### config.mk
export PLATFORM = sky130hd
export DESIGN_NAME = ps2_scancode_decoder
export DESIGN_NICKNAME = d
export VERILOG_FILES = /design/src/rtl/ps2_scancode_decoder.sv
export SDC_FILE = /design/constraint.sdc
export NUM_CORES = 1
export LEC_CHECK = 0
export CORE_ASPECT_RATIO = 0.7
export CORE_UTILIZATION = 44
export DETAILED_ROUTE_END_ITERATION = 6
export PLACE_DENSITY = 0.73
export SYNTH_ARGS = -nofsm -noshare
export SYNTH_HDL_FRONTEND = slang
export SYNTH_SLANG_ARGS = --single-unit
### constraint.sdc
create_clock -name clk -period 3.4 [get_ports clk]
set_input_delay 0.68 -clock clk [delete_from_list [all_inputs] [get_ports clk]]
set_output_delay 0.68 -clock clk [all_outputs]
set_load 0.02 [all_outputs]
### src/rtl/ps2_scancode_decoder.sv
// PS/2 Set-2 scan code decoder: folds E0/F0/E1 prefix sequences into single key events queued in a show-ahead FIFO.
// Optional autorepeat suppression is compiled in with `define TYPEMATIC_FILTER_EN.
module ps2_scancode_decoder #(
    parameter int FIFO_DEPTH = 4,
    parameter int PAUSE_SKIP = 7
) (
    input  logic                          clk,
    input  logic                          rst_n,
    input  logic [7:0]                    rx_data,
    input  logic                          rx_valid,
    input  logic                          rx_err,
    input  logic                          evt_ready,
    output logic                          evt_valid,
    output logic [7:0]                    evt_code,
    output logic                          evt_ext,
    output logic                          evt_break,
    output logic [$clog2(FIFO_DEPTH):0]   fifo_level,
    output logic                          overflow,
    output logic [7:0]                    err_cnt,
    output logic [7:0]                    leds
);

    localparam int AW = $clog2(FIFO_DEPTH);
    localparam int CW = $clog2(PAUSE_SKIP + 1);

    typedef enum logic [2:0] {
        S_IDLE,
        S_EXT,
        S_BRK,
        S_EXT_BRK,
        S_PAUSE
    } state_t;

    typedef struct packed {
        logic [7:0] code;
        logic       ext;
        logic       brk;
    } evt_t;

    state_t        state;
    logic [CW-1:0] skip_cnt;
    logic [AW:0]   wr_ptr;
    logic [AW:0]   rd_ptr;
    evt_t          mem [FIFO_DEPTH];
    evt_t          head;

    logic push_req;
    logic push_ok;
    evt_t push_evt;
    logic full;
    logic empty;
    logic pop;
    logic push_accept;
    logic push_drop;
    logic rx_byte;
    logic is_fake_shift;
    logic is_ack;

    assign rx_byte       = rx_valid && !rx_err;
    assign is_fake_shift = (rx_data == 8'h12) || (rx_data == 8'h59);
    assign is_ack        = (rx_data == 8'hAA) || (rx_data == 8'hFA) || (rx_data == 8'hFE) ||
                           (rx_data == 8'hEE) || (rx_data == 8'h00) || (rx_data == 8'hFF);

    // NOTE: every output of this block gets a default first so no latch is inferred.
    always_comb begin
        push_req = 1'b0;
        push_evt = '{code: rx_data, ext: 1'b0, brk: 1'b0};
        if (rx_byte) begin
            case (state)
                S_IDLE: push_req = !is_ack && (rx_data != 8'hE0) && (rx_data != 8'hF0) && (rx_data != 8'hE1);
                S_EXT: begin
                    push_req     = (rx_data != 8'hF0) && !is_fake_shift;
                    push_evt.ext = 1'b1;
                end
                S_BRK: begin
                    push_req     = 1'b1;
                    push_evt.brk = 1'b1;
                end
                S_EXT_BRK: begin
                    push_req     = !is_fake_shift;
                    push_evt.ext = 1'b1;
                    push_evt.brk = 1'b1;
                end
                S_PAUSE: begin
                    push_req      = (skip_cnt == CW'(1));
                    push_evt.code = 8'hE1;
                end
                default: push_req = 1'b0;
            endcase
        end
    end

`ifdef TYPEMATIC_FILTER_EN
    logic [7:0] held_code;
    logic       held_ext;
    logic       held_valid;
    logic       held_match;

    assign held_match = held_valid && (push_evt.code == held_code) && (push_evt.ext == held_ext);
    assign push_ok    = push_req && !(held_match && !push_evt.brk);

    always_ff @(posedge clk or negedge rst_n) begin
        if (!rst_n) begin
            held_code  <= 8'h00;
            held_ext   <= 1'b0;
            held_valid <= 1'b0;
        end else if (push_accept && !push_evt.brk) begin
            held_code  <= push_evt.code;
            held_ext   <= push_evt.ext;
            held_valid <= 1'b1;
        end else if (push_req && push_evt.brk && held_match) begin
            held_valid <= 1'b0;
        end
    end
`else
    assign push_ok = push_req;
`endif

    assign empty       = (wr_ptr == rd_ptr);
    assign full        = (wr_ptr[AW] != rd_ptr[AW]) && (wr_ptr[AW-1:0] == rd_ptr[AW-1:0]);
    assign pop         = !empty && evt_ready;
    assign push_accept = push_ok && (!full || pop);
    assign push_drop   = push_ok && full && !pop;

    // NOTE: sequential state is assigned with non-blocking <= only.
    always_ff @(posedge clk or negedge rst_n) begin
        if (!rst_n) begin
            state    <= S_IDLE;
            skip_cnt <= '0;
        end else if (rx_err) begin
            state <= S_IDLE;
        end else if (rx_valid) begin
            case (state)
                S_IDLE: begin
                    if (rx_data == 8'hE0) begin
                        state <= S_EXT;
                    end else if (rx_data == 8'hF0) begin
                        state <= S_BRK;
                    end else if (rx_data == 8'hE1) begin
                        state    <= S_PAUSE;
                        skip_cnt <= CW'(PAUSE_SKIP);
                    end
                end
                S_EXT:     state <= (rx_data == 8'hF0) ? S_EXT_BRK : S_IDLE;
                S_BRK:     state <= S_IDLE;
                S_EXT_BRK: state <= S_IDLE;
                S_PAUSE: begin
                    skip_cnt <= skip_cnt - CW'(1);
                    if (skip_cnt == CW'(1)) state <= S_IDLE;
                end
                default:   state <= S_IDLE;
            endcase
        end
    end

    always_ff @(posedge clk or negedge rst_n) begin
        if (!rst_n) begin
            wr_ptr   <= '0;
            rd_ptr   <= '0;
            overflow <= 1'b0;
            leds     <= 8'h00;
        end else begin
            if (pop) rd_ptr <= rd_ptr + 1'b1;
            if (push_accept) begin
                wr_ptr <= wr_ptr + 1'b1;
                if (!push_evt.brk) leds <= push_evt.code;
            end
            if (push_drop) overflow <= 1'b1;
        end
    end

    // NOTE: FIFO storage is deliberately not reset; the pointers alone define its contents.
    always_ff @(posedge clk) begin
        if (push_accept) mem[wr_ptr[AW-1:0]] <= push_evt;
    end

    always_ff @(posedge clk or negedge rst_n) begin
        if (!rst_n) begin
            err_cnt <= 8'h00;
        end else if (rx_err && (err_cnt != 8'hFF)) begin
            err_cnt <= err_cnt + 8'h01;
        end
    end

    assign head       = mem[rd_ptr[AW-1:0]];
    assign evt_valid  = !empty;
    assign evt_code   = head.code;
    assign evt_ext    = head.ext;
    assign evt_break  = head.brk;
    assign fifo_level = wr_ptr - rd_ptr;

endmodule

run_1/clock_map.png
(6 px per um)
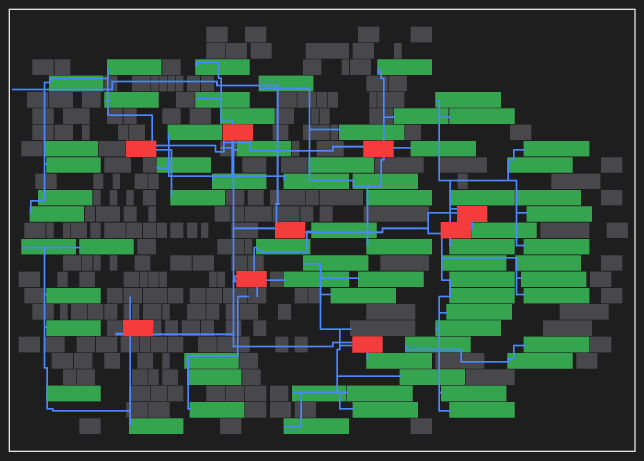
[clock wires] blue | length: 825 um
[flip-flops] green | count: 69
[cells driving clock nets] red | count: 9
routed clock nets: 10
flops lie: widely spread
clock latency on the worst-skew pair: 0.35 ns
Power Clock: 0.000739 W
largest clock skew in the final design: 0.00584 ns
proportion of power drawn by the clock network: 22.4%

run_1/cell_classes.png
(4 px per um) Fill, decap, tap and diode cells in gray.
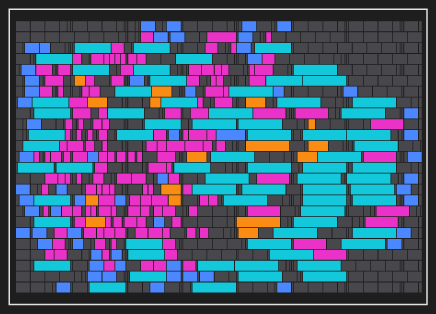
[all other logic] magenta | cells: 152
[clock drivers and dummy loads] orange | cells: 16
[other buffers and delay cells] blue | cells: 59
[flip-flops] cyan | cells: 69
number of rows in the core area: 25
fraction of standard cell area that is sequential: 47.4%

run_1/pins.png
(3 px per um) Pins as bars across the die edge, other pins in gray.
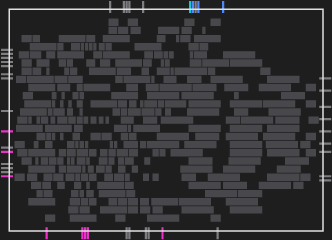
[rx_data] magenta | pins: 8 | direction: input | edge: 5 bottom, 3 left
[fifo_level] blue | pins: 3 | direction: output | edge: top
[evt_valid] cyan | pins: 1 | direction: output | edge: top
all pins by edge: 15 left, 10 top, 10 bottom, 9 right
Chip Height: 73.4 um
horizontal extent of the die: 104 um
number of input and output port buffers inserted: 43

==> flow_metrics.py, run 1 <==
# Generated from Yosys and OpenROAD reports
metrics = {
    "synthesis": {
        "ys_top_logic_family": "simple AND/OR/NAND/NOR gates",
        "syn-num-nets": 252,
        "number_of_enable_flip_flop_cells": 40,
        "synth_cell_type_count": 55,
    },
    "worst_hold_path": {
        "whs_endpoint": "wr_ptr[2]",
        "whs_path_depth": 1,
    },
    "layout": {
        "post_route_cells_drive_above_1_share_pct": 20.6,
        "finalNetCount": 315,
        "final_non_filler_cells": 390,
        "final_common_cell": "sky130_fd_sc_hd__clkdlybuf4s50_1",
        "final_core_utilization_pct": 58.8,
    },
    "status": {
        "run_status": "complete, no violations",
    },
    "final_timing": {
        "rsz_0062_raised_after_global_routing": "false",
        "fmax_mhz": 326,
    },
    "setup_path": {
        "cp-startpoint": "rx_data[4]",
        "r2r_start": "state[1]",
        "worst_path_max_delay_cell": "sky130_fd_sc_hd__clkdlybuf4s50_1",
        "path_cells": "clkdlybuf4s50_1 -> nand2_1 -> a31o_1 -> or4_4 -> o211a_2 -> nor3b_2 -> and2_1",
    },
    "pwr": {
        "cellLeakagePower_nw": 1.56,
        "power.density_cell_area_nw_per_um2": 813,
        "comb_cell_power_w": 0.00135,
    },
    "floorplanning": {
        "chipArea_um2": 7640,
        "io_pins": 44,
    },
    "detailed_routing": {
        "met2_wirelength_um": 2890,
    },
    "placement": {
        "place_congestion": 0.812,
        "place_area_um2": 3840,
    },
    "global_route": {
        "first_global_vias": 2029,
        "remaining_global_route_overflow": 0,
    },
}
==> run 1: cell type report <==
type	instances	area (um2)	share of cell area, %
repair buffers	59	563	13.9
multi-input cells	142	1200	29.5
flip-flops and latches	69	1930	47.4
clock inverters	7	97.6	2.40
inverters	10	37.5	0.924
clock buffers	9	124	3.05
well taps	94	118	2.89
==> run 1: worst max-delay path, delay by kind of cell <==
kind	cells	cell delay, ns
simple gates	4	1.36
buf+inv	1	0.61
compound gates	2	0.40
==> run 1: sequential cells by signal (all words and copies together) (netlist names) <==
register / cells
mem: 40
err_cnt: 8
leds: 8
rd_ptr: 3
skip_cnt: 3
state: 3
wr_ptr: 3
overflow: 1
run_1/final_clocks.png
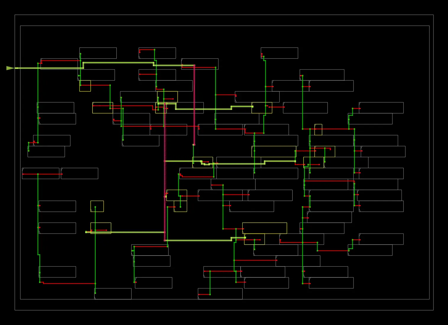

==> inputs of run 2 (changes only) <==
ABC_AREA = 1   (was not set)
GPL_ROUTABILITY_DRIVEN = 1   (was not set)
SLEW_MARGIN = 20   (was not set)
run_2/final_clocks.png
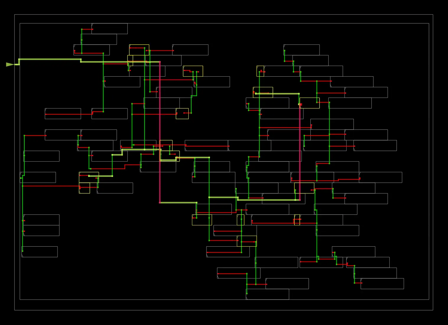
Clock buffer cells: 10
count of flip-flops and latches: 69
number of buffers inserted during clock tree synthesis: 9
largest clock skew in the final design: 0.00882 ns

run_2/clock_map.png
(6 px per um)
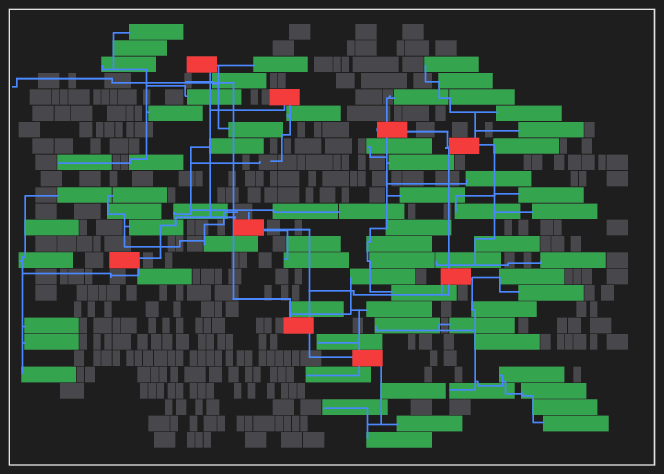
[flip-flops] green | count: 69
[cells driving clock nets] red | count: 9
[clock wires] blue | length: 856 um
flops lie: widely spread

run_2/cell_classes.png
(3 px per um) Fill, decap, tap and diode cells in gray.
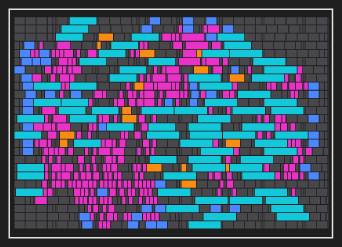
[all other logic] magenta | cells: 277
[other buffers and delay cells] blue | cells: 50
[flip-flops] cyan | cells: 69
[clock drivers and dummy loads] orange | cells: 16
utilization after layout: 55.9%
fraction of standard cell area that is sequential: 46.5%

==> run 2 against run 1 <==
Compared with the run above: fmax decreased by 1.9%; largest cell class unchanged; clock skew grew 0.0030 ns; critical endpoint is now evt_valid; first-iteration DRC count rose by 96%; core utilization decreased by 2.9 points; highest routed layer unchanged; synthesized area is 6.4% higher.
==> flow_metrics.py, run 2 <==
# Generated from Yosys and OpenROAD reports
metrics = {
    "synthesis": {
        "synth.cells.most_frequent": "sky130_fd_sc_hd__nand2_1, sky130_fd_sc_hd__nor2_1, sky130_fd_sc_hd__edfxtp_1, sky130_fd_sc_hd__inv_1, sky130_fd_sc_hd__dfrtp_1",
        "ys_top_logic_family": "simple AND/OR/NAND/NOR gates",
        "number_of_enable_flip_flop_cells": 40,
        "syn-num-nets": 378,
        "synth_xor_xnor_area_share_pct": 3.08,
        "synth_cell_type_count": 31,
    },
    "floorplanning": {
        "dieWidth_um": 107,
        "io_pins": 44,
        "num_rows": 26,
        "floorplan.tapcells": 98,
        "chipArea_um2": 8120,
        "die_h_um": 75.7,
    },
    "job": {
        "drv.max_cap_violation_count": 0,
        "log.warning_count": 31,
    },
    "pwr": {
        "pg_clk_w": 0.000573,
        "comb_cell_power_w": 0.00154,
        "cellLeakagePower_nw": 1.77,
        "power.density_cell_area_nw_per_um2": 805,
        "proportion_of_power_drawn_by_the_clock_network_pct": 17.2,
    },
    "layout": {
        "finalNetCount": 431,
        "biggestCellCategory": "flip-flops and latches",
        "n_multi_input_combinational_cell": 232,
        "final.signal_inverter_count": 45,
        "combined_flip_flop_and_latch_cell_area_um2": 1930,
        "post_route_cells_drive_above_1_share_pct": 12.6,
        "buffers": 50,
        "final_non_filler_cells": 510,
        "area_share_nonclk_buffers_pct": 11.6,
        "largest_register_ff_count": 40,
        "multi_input_gate_share_of_the_layout_cell_area_pct": 30.9,
        "clock_area_share_pct": 4.01,
    },
    "setup_path": {
        "r2r_start": "rd_ptr[1]",
        "path_delay_family": "buffers and inverters",
        "path_cells": "inv_1 -> ha_1 -> nand4_4 -> clkdlybuf4s50_1",
        "critPathBufInv": 2,
    },
    "final_timing": {
        "fmax_mhz": 319,
    },
    "worst_hold_path": {
        "whs_endpoint": "leds[2]",
        "whs_path_depth": 2,
    },
    "global_route": {
        "first_global_vias": 2470,
        "remaining_global_route_overflow": 0,
    },
    "placement": {
        "portBuffers": 43,
        "place_area_um2": 3980,
    },
    "clock_tree": {
        "clock_insertion_delay_worst_skew_ns": 0.35,
    },
    "status": {
        "run_status": "complete, no violations",
    },
}
==> run 2: metal layers <==
metal | vias up | global-route usage, % | share of wire, %
li1 | 1283 | - | -
met1 | 1225 | 28.2 | 51
met2 | 57 | 33.2 | 45
met3 | 4 | 4.96 | 3.8
met4 | 0 | 7.76 | 0.80
met5 | - | 0 | 0
==> run 2: how the worst max path moves through the flow <==
stage | from | to | cells after the start
6_report | rd_ptr[1] | evt_valid | 4
3_3_place_gp | rx_data[6] | mem[3][3] | 13
5_1_grt | rd_ptr[1] | evt_valid | 4
4_1_cts | rd_ptr[1] | evt_valid | 4
2_1_floorplan | rd_ptr[1] | mem[0][0] | 8
3_5_place_dp | rx_data[6] | mem[3][3] | 13
Power is estimated from default activity; no workload was simulated.
